**M1 wires**

Supply wires on this layer in gray.
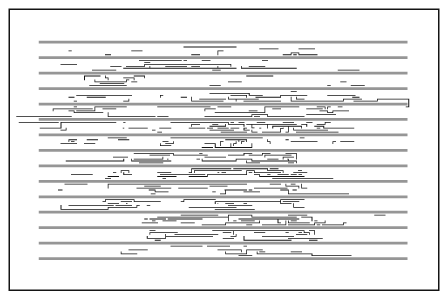
**Signal wires on met2**

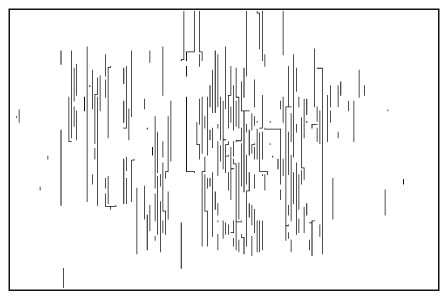
**Metal 3**

Scale bar: 20 um. Cells faint in the background.
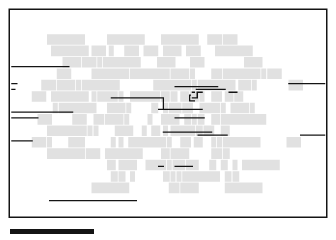
**Clock nets**

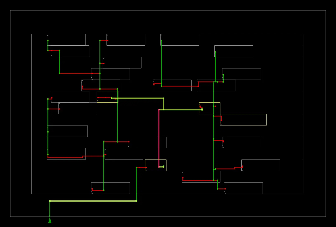
**Gate-type map**

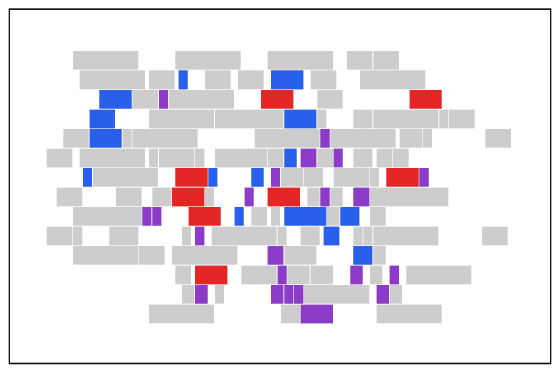
===== config.mk =====
export PLATFORM = sky130hd
export DESIGN_NAME = cmat_sched
export DESIGN_NICKNAME = d
export VERILOG_FILES = /design/src/rtl/cmat_sched.sv
export SDC_FILE = /design/constraint.sdc
export NUM_CORES = 1
export LEC_CHECK = 0
export CELL_PAD_IN_SITES_DETAIL_PLACEMENT = 0
export CELL_PAD_IN_SITES_GLOBAL_PLACEMENT = 1
export CORE_ASPECT_RATIO = 0.6
export CORE_MARGIN = 5
export CORE_UTILIZATION = 47
export CTS_BUF_LIST = sky130_fd_sc_hd__clkbuf_4 sky130_fd_sc_hd__clkbuf_8
export CTS_CLUSTER_DIAMETER = 100
export DETAILED_ROUTE_END_ITERATION = 7
export PLACE_DENSITY = 0.89
export SLEW_MARGIN = 5
export SYNTH_ARGS = -nofsm -noshare
export SYNTH_HDL_FRONTEND = slang
export SYNTH_SLANG_ARGS = --single-unit

===== constraint.sdc =====
create_clock -name clk -period 3.72 [get_ports clk]
set_input_delay 0.558 -clock clk [delete_from_list [all_inputs] [get_ports clk]]
set_output_delay 0.558 -clock clk [all_outputs]
set_load 0.01 [all_outputs]

===== src/rtl/cmat_sched.sv =====
// cmat_sched: round-robin job scheduler for a shared complex-matrix product/sort engine
module cmat_sched #(
    parameter int ENG_LAT = 20,
    parameter int TIMEOUT = 2 * ENG_LAT,
    parameter int BEATS   = 3
) (
    input  logic       clk,
    input  logic       rst,
    input  logic [1:0] req,
    output logic [1:0] gnt,
    output logic       eng_start,
    input  logic       eng_done,
    output logic [1:0] res_idx,
    output logic       out_valid,
    input  logic       out_ready,
    output logic       out_id,
    output logic       out_last,
    output logic       busy,
    output logic       err
);
    localparam int TW = $clog2(TIMEOUT + 1);
    localparam logic [1:0] IDLE  = 2'd0;
    localparam logic [1:0] GRANT = 2'd1;
    localparam logic [1:0] RUN   = 2'd2;
    localparam logic [1:0] DRAIN = 2'd3;

    logic [1:0]    state_q, state_d;
    logic          cur_id_q, cur_id_d;
    logic          last_id_q, last_id_d;
    logic [TW-1:0] timer_q, timer_d;
    logic [1:0]    beat_q, beat_d;
    logic [1:0]    gnt_q, gnt_d, res_idx_q, res_idx_d;
    logic          eng_start_q, eng_start_d, out_valid_q, out_valid_d;
    logic          out_id_q, out_id_d, out_last_q, out_last_d;
    logic          busy_q, busy_d, err_q, err_d;

    // Next state; outputs are derived from the next state so every port comes straight from a flop
    always_comb begin
        state_d   = state_q;
        cur_id_d  = cur_id_q;
        last_id_d = last_id_q;
        timer_d   = timer_q;
        beat_d    = beat_q;
        err_d     = 1'b0;
        case (state_q)
            IDLE: if (|req) begin
                cur_id_d = (req == 2'b11) ? ~last_id_q : req[1];
                state_d  = GRANT;
            end
            GRANT: begin
                timer_d = '0;
                state_d = RUN;
            end
            RUN: begin
                timer_d = timer_q + 1'b1;
                if (eng_done) begin
                    beat_d  = '0;
                    state_d = DRAIN;
                end else if (timer_d == TW'(TIMEOUT - 1)) begin
                    err_d     = 1'b1;
                    last_id_d = cur_id_q;
                    state_d   = IDLE;
                end
            end
            default: if (out_ready) begin
                if (beat_q == 2'(BEATS - 1)) begin
                    last_id_d = cur_id_q;
                    state_d   = IDLE;
                end else begin
                    beat_d = beat_q + 1'b1;
                end
            end
        endcase
        gnt_d       = (state_d == GRANT) ? (cur_id_d ? 2'b10 : 2'b01) : 2'b00;
        eng_start_d = state_d == GRANT;
        out_valid_d = state_d == DRAIN;
        res_idx_d   = out_valid_d ? beat_d : 2'b00;
        out_id_d    = out_valid_d & cur_id_d;
        out_last_d  = out_valid_d && (beat_d == 2'(BEATS - 1));
        busy_d      = state_d != IDLE;
    end

    // State and output registers, forced to idle values asynchronously by rst
    always_ff @(posedge clk or posedge rst) begin
        if (rst) begin
            state_q     <= IDLE;
            cur_id_q    <= 1'b0;
            last_id_q   <= 1'b1;
            timer_q     <= '0;
            beat_q      <= '0;
            gnt_q       <= '0;
            eng_start_q <= 1'b0;
            res_idx_q   <= '0;
            out_valid_q <= 1'b0;
            out_id_q    <= 1'b0;
            out_last_q  <= 1'b0;
            busy_q      <= 1'b0;
            err_q       <= 1'b0;
        end else begin
            state_q     <= state_d;
            cur_id_q    <= cur_id_d;
            last_id_q   <= last_id_d;
            timer_q     <= timer_d;
            beat_q      <= beat_d;
            gnt_q       <= gnt_d;
            eng_start_q <= eng_start_d;
            res_idx_q   <= res_idx_d;
            out_valid_q <= out_valid_d;
            out_id_q    <= out_id_d;
            out_last_q  <= out_last_d;
            busy_q      <= busy_d;
            err_q       <= err_d;
        end
    end

    assign gnt       = gnt_q;
    assign eng_start = eng_start_q;
    assign res_idx   = res_idx_q;
    assign out_valid = out_valid_q;
    assign out_id    = out_id_q;
    assign out_last  = out_last_q;
    assign busy      = busy_q;
    assign err       = err_q;
endmodule


==> impl_metrics.py <==
# Generated from Yosys and OpenROAD reports
metrics = {
    "route": {
        "drt-initial-drc-count": 60,
        "drt-pass1-iter-count": 4,
        "wirelength_um": 2460,
        "ant_nets": 0,
    },
    "final_timing": {
        "hold_ws_ps": 516,
        "period_used_share": 0.587,
        "finalClockSkew_ps": 1.72,
        "fmax_mhz": 458,
        "rsz0062_at_grt": "false",
        "fin_crit_ps": 2190,
        "fin_ws_ps": 1530,
    },
    "worst_setup_path": {
        "worstPathCellList": "clkdlybuf4s50_1 -> o31ai_1 -> o311ai_4 -> a211oi_4 -> nor3_1",
        "worstSetupPathType": "in2reg",
        "cpPeakStageDelay_ps": 570,
        "cp-end-kind": "flop",
        "crit_fanout": 10,
        "crit_buf_inv": 1,
    },
    "run_status": {
        "status": "complete, no violations",
    },
    "clocking": {
        "cts_resized": 0,
        "hold_buffers": 0,
        "tritoncts": "built",
        "cts-root-buf": "clkbuf_8",
    },
    "layout": {
        "lay_top_count": "dfrtp_1",
        "combGateArea_sq_um": 576,
        "final_area_sq_um": 1450,
        "post_route_cells_drive_above_1_share": 0.137,
        "antenna_cells": 0,
        "final_util": 0.585,
    },
    "placed_design": {
        "dp.cells": 159,
        "gp_congestion": 0.760,
        "portBuffers": 15,
        "post_dp_cell_area_sq_um": 1370,
        "dp_slack_ps": 1260,
    },
    "global_route": {
        "overflow": 0,
        "grt_start_max_net_pins": 23,
        "grt_pass1_vias": 915,
    },
    "min_path": {
        "min_path_type": "reg2reg",
    },
    "pwr": {
        "finalPower_mw": 1.14,
    },
    "logic_synthesis": {
        "ff_type": "dfrtp_1",
        "synth-edff-count": 0,
        "syn_nets": 129,
        "synth_area_sq_um": 1200,
    },
    "floorplanning": {
        "core_area_sq_um": 2470,
        "ios": 16,
    },
}
Notes on 'M1 wires' above:
The longest straight run is 24.4 um. The layer holds 47% of the routed length.

Notes on 'signal wires on met2' above:
The longest straight run is 32.6 um. 124 nets have wire on it. The layer carries 1140 um of wire.

Notes on 'metal 3' above:
The layer carries 158 um of wire. 18 nets have wire on it.

Notes on 'clock nets' above:
CTS buffer count: 3
Clock net power: 0.226 mW
Num Clock Sinks: 22

Notes on 'gate-type map' above:
Blue marks NOR gates, cells 15, most used nor2_1. Red marks adder and majority cells, cells 8, most used ha_1. Purple marks NAND gates, cells 22, most used nand2_1.

==> cell type report <==
cell class	count	share of cell area
Clock buffer	3	0.0286
Clock inverter	1	0.0208
Inverter	15	0.0390
Multi-Input combinational cell	75	0.398
Sequential cell	22	0.382
Tap cell	32	0.0277
Timing Repair Buffer	15	0.104
==> cell usage after synthesis (3+ instances only) <==
cell type / n / area (sq um)
dfrtp_1: 21 / 526
ha_1: 8 / 100
inv_1: 14 / 52.6
nand2_1: 14 / 52.6
nand3_1: 4 / 20.0
nor2_1: 4 / 15.0
nor3b_2: 3 / 37.5
o21ai_0: 5 / 25.0
o22ai_1: 3 / 18.8
==> worst paths after layout <==
path / slack, ps / cells past startpoint / end / startpoint
worst max-delay path: 1530 / 5 / res_idx[1] / req[1]
worst min register to register: 520 / 1 / last_id_q / cur_id_q
max in group asynchronous: 2460 / 2 / beat_q[0] / rst
worst min-delay path: 520 / 1 / last_id_q / cur_id_q
worst max register to register: 1660 / 6 / res_idx[1] / state_q[0]
min in group asynchronous: 750 / 2 / gnt[1] / rst
==> sequential cells by signal (all words and copies together), names as in the netlist <==
name and count:
err 1, cur_id_q 1, out_last 1, busy 1, state_q 2, eng_start 1, last_id_q 1, timer_q 6
out_valid 1, gnt 2, beat_q 2, out_id 1, res_idx 2
==> routing by layer <==
layer,global-route usage,share of wire,vias up
li1,-,-,428
met1,0.211,0.47,435
met2,0.226,0.46,34
met3,0.0453,0.064,4
met4,0.0349,0.0077,0
met5,0,0,-
==> power breakdown <==
part | internal [mW] | total [mW] | switching [mW] | leakage [nW]
clock network | 0.144 | 0.226 | 0.0820 | 0.0357
logic | 0.217 | 0.542 | 0.325 | 0.288
registers | 0.312 | 0.372 | 0.0600 | 0.289
==> logic make-up after synthesis <==
logic type | share of synthesized area
AND/OR/NAND/NOR | 0.199
AND-OR/OR-AND | 0.172
XOR/XNOR | 0.00729
buffers and inverters | 0.0624
adder cells (fa/ha/maj) | 0.0832
multiplexers | 0.0177
flip-flops | 0.459
Power and IR drop assume default switching activity.
